File: config.mk
export PLATFORM = sky130hd
export DESIGN_NAME = pipe_stall_ctrl
export DESIGN_NICKNAME = d
export VERILOG_FILES = /design/src/rtl/pipe_stall_ctrl_pkg.sv /design/src/rtl/pipe_stall_ctrl_mc_down_cnt.sv /design/src/rtl/pipe_stall_ctrl.sv
export SDC_FILE = /design/constraint.sdc
export NUM_CORES = 1
export LEC_CHECK = 0
export ABC_AREA = 1
export CAP_MARGIN = 20
export CORE_UTILIZATION = 45
export DETAILED_ROUTE_END_ITERATION = 10
export HOLD_SLACK_MARGIN = 0.02
export PLACE_DENSITY = 0.76
export RECOVER_POWER = 100
export SETUP_SLACK_MARGIN = 0.15
export SYNTH_ARGS = -nofsm -noshare
export SYNTH_HDL_FRONTEND = slang
export SYNTH_SLANG_ARGS = --single-unit
File: constraint.sdc
create_clock -name clk -period 3.98 [get_ports clk]
set_input_delay 1.194 -clock clk [delete_from_list [all_inputs] [get_ports clk]]
set_output_delay 1.194 -clock clk [all_outputs]
set_load 0.1 [all_outputs]
File: src/rtl/pipe_stall_ctrl_pkg.sv
// Shared constants and FSM encoding for the pipeline stall/flush controller.
// No logic; imported by pipe_stall_ctrl and its down-counter.
// Stall vectors are one bit per pipeline register, 1 = hold.
package pipe_stall_ctrl_pkg;

  localparam int STALL_W = 6;

  localparam logic [STALL_W-1:0] STALL_NONE = 6'b000000;
  localparam logic [STALL_W-1:0] STALL_ID   = 6'b000111;
  localparam logic [STALL_W-1:0] STALL_EX   = 6'b001111;
  localparam logic [STALL_W-1:0] STALL_MEM  = 6'b011111;

  typedef enum logic [1:0] {
    MC_IDLE = 2'd0,
    MC_RUN  = 2'd1,
    MC_DONE = 2'd2
  } mc_state_e;

endpackage

File: src/rtl/pipe_stall_ctrl_mc_down_cnt.sv
// Multi-cycle op down-counter: clear beats load beats decrement.
// Latency: new value visible one cycle after the control strobe.
// No backpressure; the controller decides when to load or decrement.
module pipe_stall_ctrl_mc_down_cnt #(
  parameter int CNT_W = 6
) (
  input  logic             clk,
  input  logic             rst,
  input  logic             clr,
  input  logic             load,
  input  logic             dec,
  input  logic [CNT_W-1:0] load_val,
  output logic [CNT_W-1:0] cnt,
  output logic             is_one
);

  always_ff @(posedge clk) begin
    if (rst || clr) begin
      cnt <= '0;
    end else if (load) begin
      cnt <= load_val;
    end else if (dec) begin
      cnt <= cnt - CNT_W'(1);
    end
  end

  assign is_one = (cnt == CNT_W'(1));

endmodule

File: src/rtl/pipe_stall_ctrl.sv
// Central pipeline stall/flush controller with multi-cycle EX sequencing.
// Latency: stall/flush are combinational from requests and current FSM state.
// Backpressure: mem stall holds all but wb; counter still runs under mem stall.
module pipe_stall_ctrl
  import pipe_stall_ctrl_pkg::*;
#(
  parameter int CNT_W = 6
) (
  input  logic               clk,
  input  logic               rst,
  input  logic               id_stall_req,
  input  logic               ex_mc_start,
  input  logic [CNT_W-1:0]   ex_mc_len,
  input  logic               mem_stall_req,
  input  logic               flush_req,
  output logic [STALL_W-1:0] stall,
  output logic               flush,
  output logic               ex_mc_busy,
  output logic               ex_mc_done
);

  mc_state_e        state;
  mc_state_e        next_state;
  logic [CNT_W-1:0] cnt;
  logic             cnt_is_one;
  logic             len_ge2;
  logic             accept;
  logic             ex_stall;

  assign len_ge2 = (ex_mc_len >= CNT_W'(2));
  // A start is only taken from IDLE; flush in the same cycle kills it.
  assign accept  = (state == MC_IDLE) && ex_mc_start && len_ge2 && !flush_req;

  pipe_stall_ctrl_mc_down_cnt #(.CNT_W(CNT_W)) u_cnt (
    .clk      (clk),
    .rst      (rst),
    .clr      (flush_req),
    .load     (accept),
    .dec      (state == MC_RUN),
    .load_val (ex_mc_len - CNT_W'(2)),
    .cnt      (cnt),
    .is_one   (cnt_is_one)
  );

  always_ff @(posedge clk) begin
    if (rst) begin
      state <= MC_IDLE;
    end else begin
      state <= next_state;
    end
  end

  always_comb begin
    next_state = state;
    case (state)
      MC_IDLE: begin
        if (accept) begin
          next_state = (ex_mc_len == CNT_W'(2)) ? MC_DONE : MC_RUN;
        end
      end
      MC_RUN: begin
        if (cnt_is_one) begin
          next_state = MC_DONE;
        end
      end
      MC_DONE: begin
        if (!mem_stall_req) begin
          next_state = MC_IDLE;
        end
      end
      default: next_state = MC_IDLE;
    endcase
    if (flush_req) begin
      next_state = MC_IDLE;
    end
  end

  always_comb begin
    ex_stall   = (state == MC_RUN) ||
                 ((state == MC_IDLE) && ex_mc_start && len_ge2);
    stall      = STALL_NONE;
    flush      = 1'b0;
    ex_mc_busy = 1'b0;
    ex_mc_done = 1'b0;
    if (!rst) begin
      ex_mc_busy = (state == MC_RUN) || accept;
      ex_mc_done = (state == MC_DONE);
      if (flush_req) begin
        flush = 1'b1;
      end else if (mem_stall_req) begin
        stall = STALL_MEM;
      end else if (ex_stall) begin
        stall = STALL_EX;
      end else if (id_stall_req) begin
        stall = STALL_ID;
      end
    end
  end

endmodule
**Run 1: M3 wires**

Bar = 10 um.
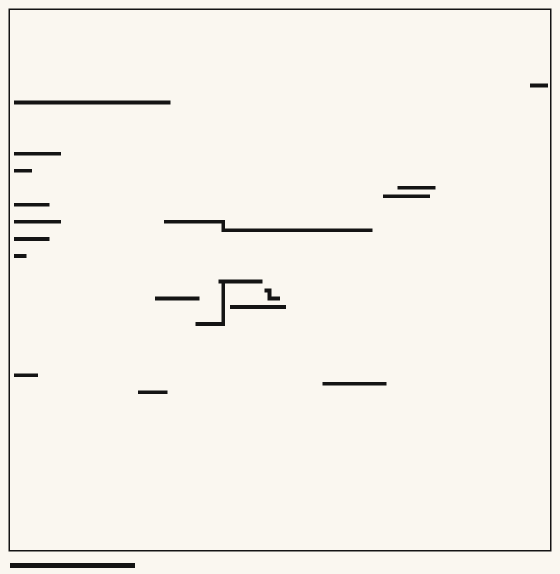
longest straight run = 12.2 um
share of all routed wire = 4.0%
nets with wire on the layer = 16
wire length on this layer = 76.5 um

**Run 1: gate families picked out**

Bar = 10 um.
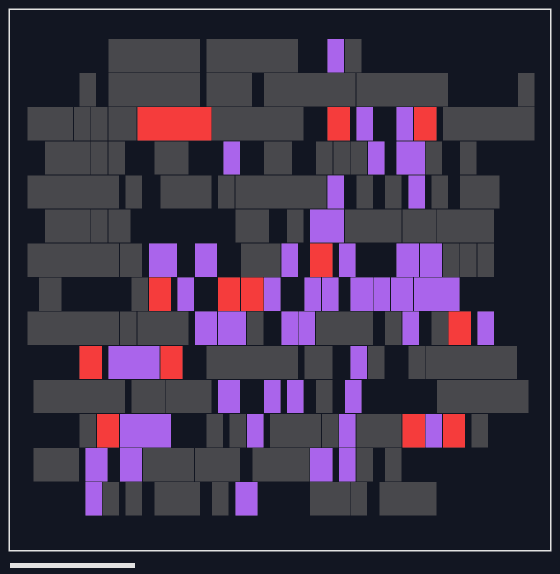
inverting AOI/OAI gates -> red  # cells 13
NAND gates -> purple  # cells 45

**Run 1: cell density map**

The die is cut into 9 by 9 equal tiles; black is low, pale yellow is high, 0 to 100% covered.
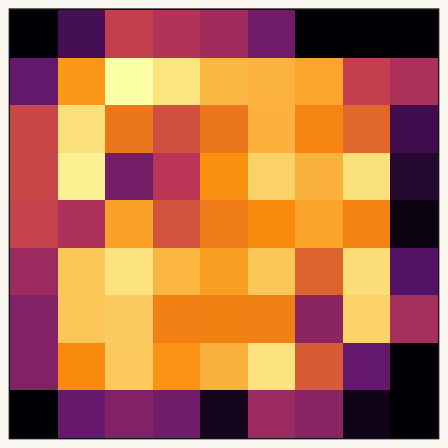
densest ninth of the die = middle
fullest tile = 100%
tiles over 75% full = 35%

==> impl_metrics.csv, run 1 <==
group,metric,value,unit
run_status,status,"complete, no violations",
place,dpl.hpwl,1.58,mm
place,globalplace.congestion,0.823,
drt,vias,822,
final_timing,finalWorstSetupSlack,201,ps
final_timing,setup_viol,0,
place,dp.cells,158,
final_timing,relSlewSlack,0.633,
finish,lay_top_count,"nand2_1",
cts,cts_buffers,3,
global_routing,overflow,0,
finish,mostFrequentLayoutCells,"27 x nand2_1, 20 x inv_1, 16 x nor2_1",
final_timing,fmaxAchievable,265,MHz
drt,viasPerCell,5.11,
job,max-cap-violations,0,
setup_path,path_max_fanout,6,
synthesis,avgSynthCellArea,6.08,um^2
setup_path,crit_start,"ex_mc_len[1]",
final_timing,rsz0062_at_grt,"no",
final_timing,worst_pin_slew,550,ps
cts,htree_levels,1,
finish,final_cell_count_no_fill,161,
floorplanning,die_w,43.1,um
setup_path,crit_path_max_incr_delay,450,ps
final_timing,fin_skew,3.23,ps
global_routing,grt_max_degree,11,
final_timing,finalHoldViolCount,0,
drt,wl_met3,76,um
drt,wl_per_cell,11.8,um
setup_path,worstPathArrival,2580,ps
setup_path,path_delay_family,"buffers and inverters",
drt,route.met2.wl,983,um
final_timing,setup_tns,0,ps
pwr,vdd_ir_drop_max,0.180,mV
cts,post-cts-setup-buffers,0,
cts,cts.hold.buffers_added,0,
drt,top_layer_used,"met4",
final_timing,drv_slew,0,
cts,clk_pin_slew,50,ps
floorplanning,initCoreUtil,0.493,
drt,routed_wl,1.90,mm
synthesis,synth_cells,125,
setup_path,cp-end-kind,"primary output",
hold_path,hold_start,"u_cnt.cnt[4]",
drt,ant_nets,0,
finish,nFillCells,145,
synthesis,syn_area,759,um^2
finish,diodes,0,
final_timing,finalClockPeriodUsage,0.949,
global_routing,grt_usage,0.228,
drt,first_iter_violations,13,
synthesis,ys_cells,125,
finish,area_growth,38.7,%
setup_path,r2r_start,"state[1]",
floorplanning,chipHeight,43.1,um
floorplanning,core,1540,um^2
cts,cts_tree,"yes",
cts,clock-root-buffer,"clkbuf_4",
synthesis,synth_flops,8,
floorplanning,top_level_ports,21,
global_routing,grt_first_pass_wirelength,3.22,mm
cts,clock_sinks,8,
place,portBuffers,19,
drt,drc,0,
cts,clk_latency,260,ps
global_routing,antenna_found_initial,0,
setup_path,cp.required,2790,ps
floorplanning,rows,14,
pwr,power.total,0.000280,W
drt,drt_pass1_iterations,4,
hold_path,holdCritPathClass,"reg2reg",
final_timing,period_needed,3780,ps
synthesis,yosysUniqueCellTypes,21,
pwr,p_leak,0.504,nW
setup_path,path_cells,"clkdlybuf4s50_1, inv_1, nand3_1, nand2_1, nand2_2, nor2_4, o21ai_4, buf_12",
pwr,p_per_area,266,nW/um^2
synthesis,ys_seq_frac,0.211,
finish,final_nets,162,
setup_path,path_buffers,3,
setup_path,slowest_stage,"clkdlybuf4s50_1",
setup_path,worstSetupPathType,"in2out",
cts,cts_buffer_depth,2,
setup_path,start_kind,"input pin",
synthesis,yosysWarnings,0,
finish,drive_gt1_frac,0.186,
global_routing,grt_pass1_vias,782,
job,warnings,28,
synthesis,syn-num-nets,140,
drt,wl_met1,810,um
place,pre_cts_slack,132,ps
floorplanning,die-area,1860,um^2
synthesis,ys_area,759,um^2
-- run 1: cell usage after synthesis, drive strengths merged --
cell     n  area [um^2]
o21ai    5         25.0
dfxtp    8          160
conb     1         3.75
nor3     2         10.0
nand2   30          128
inv     23         86.3
buf      4         33.8
nand4    2         12.5
nand3b   1         7.51
nand3   12         75.1
a21oi    8         40.0
ha       3         37.5
xnor2    2         17.5
xor2     1         8.76
nor2    23          114
-- run 1: metrics by stage --
| step | hold WS [ps] | util | instance area (um^2) |
|---|---|---|---|
| after floorplan | 453 | - | 783 |
| after global placement | 473 | 0.684 | 1050 |
| after detailed placement | 479 | 0.684 | 1050 |
| after CTS | 488 | 0.700 | 1080 |
| after global routing | 552 | 0.683 | 1050 |
| final | 500 | 0.683 | 1050 |
-- run 1: registers in the layout, summed over array words and instances, names as in the netlist --
name,flops
u_cnt.cnt,6
state,2
-- run 1: cell families (layout without fill, tap and decap cells) --
logic type | Yosys count | in the layout | synth area share
buffers and inverters | 27 | 47 | 0.158
AND/OR/NAND/NOR | 70 | 70 | 0.456
other | 1 | 1 | 0.00494
XOR/XNOR | 3 | 3 | 0.0346
adder cells (fa/ha/maj) | 3 | 3 | 0.0494
AND-OR/OR-AND | 13 | 13 | 0.0857
flip-flops | 8 | 8 | 0.211
-- run 1: report_power, final --
group	switching [W]	internal [W]	total [W]
sequential	0.00000296	0.0000833	0.0000863
clock	0.0000306	0.0000347	0.0000653
combinational	0.0000829	0.0000458	0.000129
total	0.000116	0.000164	0.000280
-- run 1: routing by layer --
metal	up-vias	track usage
met5	-	0
met2	25	0.394
met1	368	0.256
met3	4	0.0681
li1	425	-
met4	0	0.0909
-- run 1: final timing paths --
check                               endpoint  slack [ps]  cells past startpoint
worst min-delay path            u_cnt.cnt[4]         500                      2
worst max-delay path                stall[1]         200                      8
worst min register to register  u_cnt.cnt[4]         500                      2
worst max register to register  u_cnt.cnt[2]        2390                      8
-- run 1: final cells by class --
class	count	area (um^2)	area share
Multi-Input combinational cell	90	493	0.468
Timing Repair Buffer	21	272	0.258
Sequential cell	8	160	0.152
Inverter	23	86.3	0.0819
Clock buffer	3	22.5	0.0214
Tap cell	16	20.0	0.0190
-- run 1: worst reg2reg max path, delay by kind of cell, from the launching register on --
family | cells | cell delay, ps
flip-flops | 1 | 390
AND/OR/NAND/NOR | 5 | 480
AND-OR/OR-AND | 1 | 70
buffers and inverters | 2 | 530
-- run 1: what timing repair did --
action                     4_1_cts  5_1_grt
setup endpoints to repair        3        3
pin swaps                        0        1
gates resized                    1        4
**Run 1: placed standard cells**

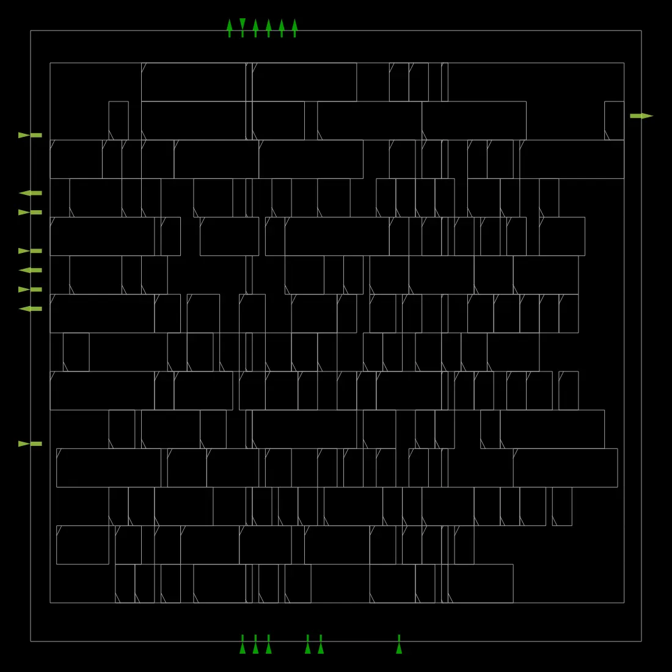

## Run 2: what changed since run 1
--- a/config.mk
+++ b/config.mk
@@ -7,10 +7,12 @@
 export LEC_CHECK = 0
 export ABC_AREA = 1
 export CAP_MARGIN = 20
-export CORE_UTILIZATION = 45
+export CELL_PAD_IN_SITES_DETAIL_PLACEMENT = 1
+export CELL_PAD_IN_SITES_GLOBAL_PLACEMENT = 2
+export CORE_UTILIZATION = 25
 export DETAILED_ROUTE_END_ITERATION = 10
 export HOLD_SLACK_MARGIN = 0.02
-export PLACE_DENSITY = 0.76
+export PLACE_DENSITY_LB_ADDON = 0.1
 export RECOVER_POWER = 100
 export SETUP_SLACK_MARGIN = 0.15
 export SYNTH_ARGS = -nofsm -noshare
**Run 2: placed standard cells**

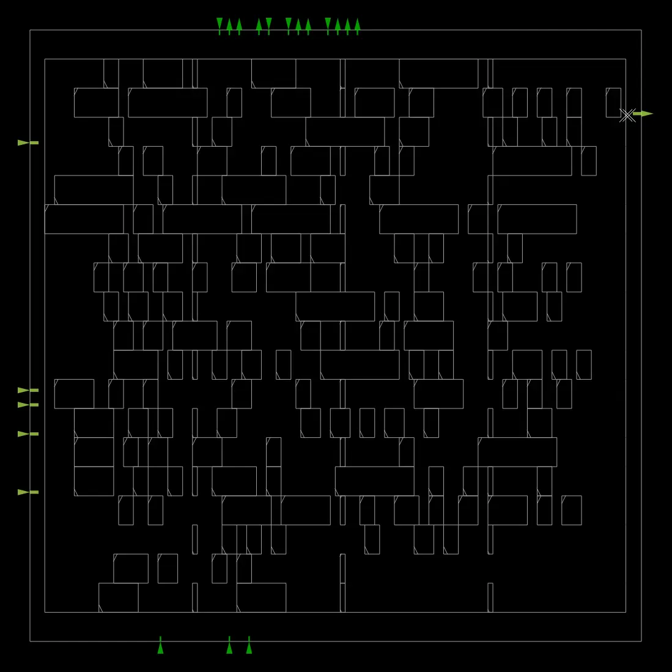
fraction of area in registers: 0.148
Tap Cells: 31
Post-Layout Cell Count: 178
fillers: 387

**Run 2: wires at chosen ports, followed through buffers**

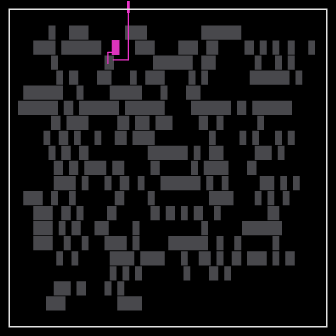
flush -> magenta  # bits 1, direction output, edge top, end cells 1, wire 14.4 um

==> run 2 against run 1 <==
Effect of this change: the flow now finishes with violations (DRC); count of clock-buffer cells in the layout stayed put; sequential share of layout area is 0.35 points lower; cell area up 2.4%; via count down 3.5%; die area up 76%; critical path type unchanged; routed wire length grew 16%; largest cell class unchanged; worst hold slack got worse by 6.4 ps; maximum frequency decreased by 0.30%.
==> impl_metrics.csv, run 2 <==
group,metric,value,unit
drt,vias,793,
floorplanning,rows,19,
finish,largest-register,"u_cnt.cnt",
drt,first_iter_violations,28,
cts,htree_levels,1,
setup_path,start_kind,"input pin",
cts,clock_sinks,8,
synthesis,ys_cells,125,
place,dpl_cell_area,1090,um^2
setup_path,r2r_start,"state[1]",
place,dpl.hpwl,1.88,mm
finish,mostFrequentLayoutCells,"27 x nand2_1, 20 x inv_1, 16 x nor2_1",
drt,viasPerCell,4.46,
cts,post-cts-setup-buffers,0,
floorplanning,die_w,57.1,um
finish,lay_top_count,"nand2_1",
final_timing,rsz0062_at_grt,"no",
final_timing,hold_slack,494,ps
final_timing,fmaxAchievable,264,MHz
place,portBuffers,19,
pwr,p_per_area,263,nW/um^2
synthesis,synth_top_area_share,0.211,
synthesis,synthTopCellsByCount,"28 x nand2_1, 20 x inv_1, 18 x nor2_1",
drt,drc,2,
setup_path,reg2reg_slack,2370,ps
setup_path,path_max_fanout,3,
synthesis,synth_flops,8,
cts,clock-root-buffer,"clkbuf_4",
synthesis,synth_cells,125,
setup_path,cp-end-kind,"primary output",
synthesis,ys_area,759,um^2
final_timing,period_needed,3790,ps
place,globalplace.congestion,0.761,
cts,cts.hold.buffers_added,0,
final_timing,finalHoldViolCount,0,
floorplanning,top_level_ports,21,
drt,ant_nets,0,
drt,wl_per_cell,12.3,um
cts,clk_latency,260,ps
setup_path,worstPathArrival,2600,ps
floorplanning,initCoreUtil,0.271,
floorplanning,chipHeight,57.1,um
synthesis,ff_type,"dfxtp_1",
setup_path,cp.required,2790,ps
job,max-cap-violations,0,
synthesis,synth-edff-count,0,
synthesis,synthArstFlopShare,0,
final_timing,setup_tns,0,ps
hold_path,hold_start,"u_cnt.cnt[4]",
finish,regArea,160,um^2
finish,layout.area.comb,493,um^2
pwr,vdd_ir_drop_max,0.149,mV
global_routing,grt_max_degree,11,
hold_path,worstHoldPathCells,2,
cts,cts_buffer_depth,2,
finish,area_growth,42.0,%
drt,routed_wl,2.20,mm
cts,clk_pin_slew,60,ps
run_status,status,"finished with violations",
synthesis,ys_seq_frac,0.211,
cts,cts_tree,"yes",
synthesis,yosysUniqueCellTypes,21,
setup_path,r2r-end,"u_cnt.cnt[4]",
setup_path,worstSetupPathType,"in2out",
synthesis,avgSynthCellArea,6.08,um^2
pwr,p_leak,0.511,nW
final_timing,drv_slew,0,
finish,largest_reg_flops,6,
final_timing,finalClockPeriodUsage,0.952,
synthesis,synth_dominant_cell_count,"nand2_1",
global_routing,grt_usage,0.154,
setup_path,reg2regPathDepth,8,
global_routing,grt_first_pass_wirelength,3.84,mm
finish,diodes,0,
final_timing,setup_viol,0,
final_timing,relSlewSlack,0.622,
finish,final_nets,164,
final_timing,worst_pin_slew,567,ps
synthesis,yosysTopAreaCell,"dfxtp_1",
synthesis,syn_area,759,um^2
synthesis,synthTopCellsByArea,"dfxtp_1 21%, nand2_1 14%, inv_1 9.9%, nor2_1 8.9%, nand3_1 5.9%",
finish,drive_gt1_frac,0.197,
hold_path,holdCritPathClass,"reg2reg",
hold_path,holdPathEnd,"u_cnt.cnt[4]",
synthesis,yosysWarnings,0,
floorplanning,die-area,3260,um^2
global_routing,antenna_found_initial,0,
run_status,failed_checks,"DRC",
finish,reg_top3,"u_cnt.cnt: 6 flops, state: 2 flops",
global_routing,grt_pass1_vias,817,
floorplanning,core,2810,um^2
job,warnings,28,
synthesis,syn-num-nets,140,
finish,final_area,1080,um^2
cts,cts_buffers,3,
[run 2: kinds of logic after synthesis]
logic type,synth area share
other,0.00494
XOR/XNOR,0.0346
adder cells (fa/ha/maj),0.0494
AND/OR/NAND/NOR,0.456
AND-OR/OR-AND,0.0857
buffers and inverters,0.158
flip-flops,0.211
[run 2: repair_timing]
item,4_1_cts,5_1_grt
endpoints found under the setup margin,3,5
hold endpoints to repair,0,0
pin swaps,0,1
gates resized,1,5
[run 2: area by class of cell]
class | count | area share
flip-flops and latches | 8 | 0.148
multi-input cells | 90 | 0.457
inverters | 23 | 0.0800
clock buffers | 3 | 0.0209
well taps | 31 | 0.0360
repair buffers | 23 | 0.258
[run 2: worst max-delay path by stage]
stage / end / cells past startpoint / startpoint / slack [ps]
floorplan: stall[1] / 4 / flush_req / 150
global placement: stall[0] / 8 / ex_mc_len[2] / 150
detailed placement: stall[1] / 8 / ex_mc_len[4] / 130
CTS: stall[1] / 8 / ex_mc_len[3] / 210
global route: stall[0] / 8 / ex_mc_len[4] / 90
finish: stall[0] / 8 / ex_mc_len[4] / 190
[run 2: per-layer routing]
layer / share of wire / up-vias / global-route usage
met5: 0 / - / 0
met4: 0 / 0 / 0.0314
met3: 0.027 / 0 / 0.0408
met2: 0.48 / 10 / 0.257
met1: 0.49 / 357 / 0.199
li1: - / 426 / -
[run 2: critical path: stages]
cell and delay, ps:
clkdlybuf4s50_1 490, nor2_1 70, nand3_1 100, nand2_1 90, nand2_2 80, nor2_4 50
o21ai_4 240, buf_6 260
[run 2: per-stage QoR]
stage / std cells / power, W / util / worst slack [ps]
CTS: 178 / 0.000294 / 0.397 / 206
detailed placement: 175 / 0.000224 / 0.388 / 129
floorplan: 125 / 0.000177 / - / 148
finish: 178 / 0.000284 / 0.384 / 190
global placement: 175 / 0.000222 / 0.388 / 154
global route: 178 / 0.000301 / 0.384 / 89.0
[run 2: report_power, final]
group / total [W] / switching, W / internal, W
clock network: 0.0000679 / 0.0000330 / 0.0000349
registers: 0.0000860 / 0.00000283 / 0.0000832
logic: 0.000130 / 0.0000841 / 0.0000456
total: 0.000284 / 0.000120 / 0.000164
**Run 2: M3 wires**

Bar = 20 um.
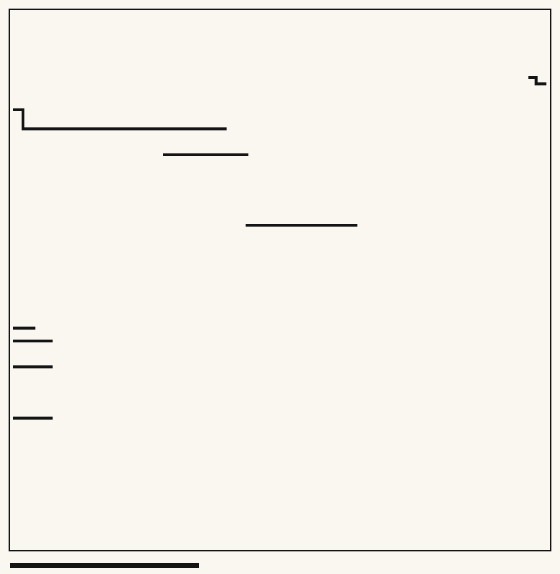

## Run 3: what changed since run 2
--- a/config.mk
+++ b/config.mk
@@ -12,8 +12,7 @@
 export CORE_UTILIZATION = 25
 export DETAILED_ROUTE_END_ITERATION = 10
 export HOLD_SLACK_MARGIN = 0.02
-export PLACE_DENSITY_LB_ADDON = 0.1
-export RECOVER_POWER = 100
+export PLACE_DENSITY = 0.92
 export SETUP_SLACK_MARGIN = 0.15
 export SYNTH_ARGS = -nofsm -noshare
 export SYNTH_HDL_FRONTEND = slang
**Run 3: M3 wires**

Bar = 20 um.
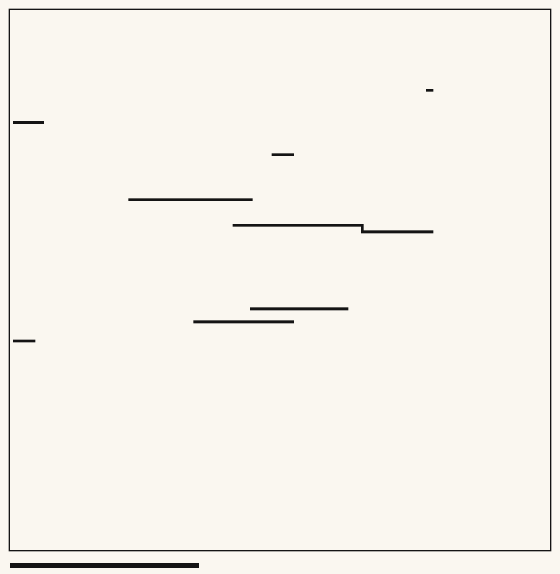
nets with wire on the layer = 5
share of all routed wire = 2.7%
wire length on this layer = 62.3 um
main direction = horizontal
longest straight run = 13.6 um

**Run 3: cell density map**

The die is cut into 11 by 11 equal tiles; black is low, pale yellow is high, 0 to 100% covered.
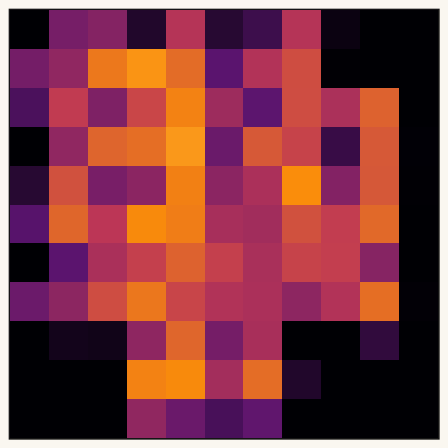
nearly empty tiles = 26%
fullest tile = 78%
tiles over 75% full = 2.5%

==> run 3 against run 2 <==
Effect of this change: the flow now finishes without violations; power up 1.7%; non-clock buffer count stayed put; worst hold slack better by 0.82 ps; cell count did not move; register-to-register slack improved by 300 ps; count of clock-buffer cells in the layout stayed put; first-iteration DRC count is 14% lower; cell area up 4.6%; sequential power barely moved; via count rose by 5.8%; critical endpoint is now stall[2].
==> impl_metrics.csv, run 3 <==
group,metric,value,unit
run_status,status,"complete, no violations",
cts,cts.hold.buffers_added,0,
setup_path,path_max_fanout,3,
global_routing,grt_usage,0.168,
synthesis,yosysTopAreaCell,"dfxtp_1",
drt,routed_wl,2.28,mm
floorplanning,core,2810,um^2
cts,clock-root-buffer,"clkbuf_4",
finish,area_growth,48.6,%
floorplanning,rows,19,
finish,final_area,1130,um^2
place,dpl.hpwl,1.98,mm
setup_path,start_kind,"input pin",
synthesis,synth_dominant_cell_count,"nand2_1",
cts,cts_tree,"yes",
synthesis,synthTopCellsByArea,"dfxtp_1 21%, nand2_1 14%, inv_1 9.9%, nor2_1 8.9%, nand3_1 5.9%",
floorplanning,top_level_ports,21,
final_timing,hold_slack,494,ps
synthesis,yosysUniqueCellTypes,21,
place,dpl_cell_area,1090,um^2
synthesis,synth_flops,8,
finish,drive_gt1_frac,0.238,
floorplanning,die_w,57.1,um
cts,cts_buffer_depth,2,
pwr,p_sw,0.000121,W
finish,nFillCells,365,
pwr,vdd_ir_drop_max,0.122,mV
synthesis,ys_cells,125,
pwr,combPwrFrac,0.470,
final_timing,fmaxAchievable,266,MHz
cts,cts_buffers,3,
final_timing,drv_slew,0,
place,dp.cells,175,
finish,largest_reg_flops,6,
setup_path,cp-end-kind,"primary output",
global_routing,antenna_found_initial,0,
setup_path,cp.required,2790,ps
finish,final_nets,164,
global_routing,grt_first_pass_wirelength,4.11,mm
finish,regArea,160,um^2
floorplanning,initCoreUtil,0.271,
final_timing,rsz0062_at_grt,"no",
job,warnings,28,
finish,layout.area.comb,513,um^2
finish,mostFrequentLayoutCells,"28 x nand2_1, 20 x inv_1, 13 x nor2_1",
drt,wl_per_cell,12.8,um
synthesis,avgSynthCellArea,6.08,um^2
final_timing,period_needed,3770,ps
finish,largest-register,"u_cnt.cnt",
synthesis,synth_cells,125,
drt,drt_pass1_iterations,3,
final_timing,setup_viol,0,
finish,diodes,0,
pwr,p_leak,0.534,nW
pwr,p_clk_frac,0.231,
synthesis,synth-edff-count,0,
synthesis,synthArstFlopShare,0,
final_timing,setup_tns,0,ps
synthesis,synthTopCellsByCount,"28 x nand2_1, 20 x inv_1, 18 x nor2_1",
pwr,p_per_area,256,nW/um^2
job,max-cap-violations,0,
place,portBuffers,19,
synthesis,syn_area,759,um^2
cts,clock_sinks,8,
synthesis,syn-num-nets,140,
pwr,swShare,0.419,
finish,final_cell_count_no_fill,178,
setup_path,worstPathArrival,2570,ps
pwr,p_int,0.000168,W
final_timing,fin_skew,1.67,ps
synthesis,ff_type,"dfxtp_1",
final_timing,finalHoldViolCount,0,
drt,first_iter_violations,24,
floorplanning,die-area,3260,um^2
floorplanning,chipHeight,57.1,um
cts,htree_levels,1,
cts,clk_pin_slew,60,ps
final_timing,finalClockPeriodUsage,0.946,
synthesis,yosysWarnings,0,
synthesis,ys_area,759,um^2
drt,viasPerCell,4.71,
place,globalplace.congestion,0.722,
global_routing,grt_pass1_vias,920,
finish,lay_top_count,"nand2_1",
cts,post-cts-setup-buffers,0,
pwr,seq_power_share,0.299,
synthesis,ys_seq_frac,0.211,
global_routing,overflow,0,
finish,reg_top3,"u_cnt.cnt: 6 flops, state: 2 flops",
hold_path,holdCritPathClass,"reg2reg",
drt,drc,0,
cts,clk_latency,260,ps
synthesis,synth_top_area_share,0.211,
drt,vias,839,
global_routing,grt_max_degree,11,
setup_path,worstSetupPathType,"in2out",
drt,ant_nets,0,
run 3: cell counts after synthesis:
Identical to the previous run, type by type.
run 3: power groups by stage:
stage	Combinational (W)	Sequential, W	Clock (W)
2_1_floorplan	0.0000902	0.0000872	0
3_3_place_gp	0.000133	0.0000878	0
3_5_place_dp	0.000136	0.0000881	0
4_1_cts	0.000137	0.0000863	0.0000719
5_1_grt	0.000146	0.0000869	0.0000751
6_report	0.000136	0.0000863	0.0000667
run 3: layout make-up:
cell class	instances	area share
clock buffers	3	0.0200
multi-input cells	90	0.455
well taps	31	0.0344
repair buffers	23	0.273
flip-flops and latches	8	0.142
inverters	23	0.0765
run 3: worst paths after layout:
check	slack, ps	start	to	cells past startpoint
worst max-delay path	210	ex_mc_len[5]	stall[2]	8
worst min-delay path	490	u_cnt.cnt[4]	u_cnt.cnt[4]	2
worst max register to register	2670	state[0]	u_cnt.cnt[2]	7
worst min register to register	490	u_cnt.cnt[4]	u_cnt.cnt[4]	2
run 3: critical path, cell delays in order:
cell	delay [ps]
clkdlybuf4s50_1	520
nor2_2	60
nand3_2	80
nand2_1	70
nand2_1	110
nor2_4	60
o21ai_4	260
buf_12	210
run 3: kinds of logic (layout without fill, tap and decap cells):
group,count (synthesis),after routing,share of synthesized area
and+or+nand+nor,70,70,0.456
buffers and inverters,27,49,0.158
AOI/OAI and AO/OA,13,13,0.0857
DFF,8,8,0.211
adders and majority gates,3,3,0.0494
xor gates and xnor gates,3,3,0.0346
other,1,1,0.00494
run 3: per-stage QoR:
stage                util  total power (W)  worst slack [ps]
floorplan               -         0.000177               148
global placement    0.388         0.000220               155
detailed placement  0.388         0.000224              89.8
CTS                 0.397         0.000295               177
global route        0.402         0.000308               150
finish              0.402         0.000289               214
run 3: repair_timing:
item,4_1_cts,5_1_grt
gates resized,1,5
endpoints found under the setup margin,3,3
pin swaps,0,1
gates cloned,0,0
run 3: per-layer routing:
| metal | global-route usage | vias to the layer above | routed length [um] |
|---|---|---|---|
| li1 | - | 428 | - |
| met1 | 0.198 | 397 | 932 |
| met2 | 0.287 | 10 | 1250 |
| met3 | 0.0522 | 4 | 62 |
| met4 | 0.0627 | 0 | 32 |
| met5 | 0 | - | 0 |
Power figures rest on the tool's default switching activity, not on a simulated workload.
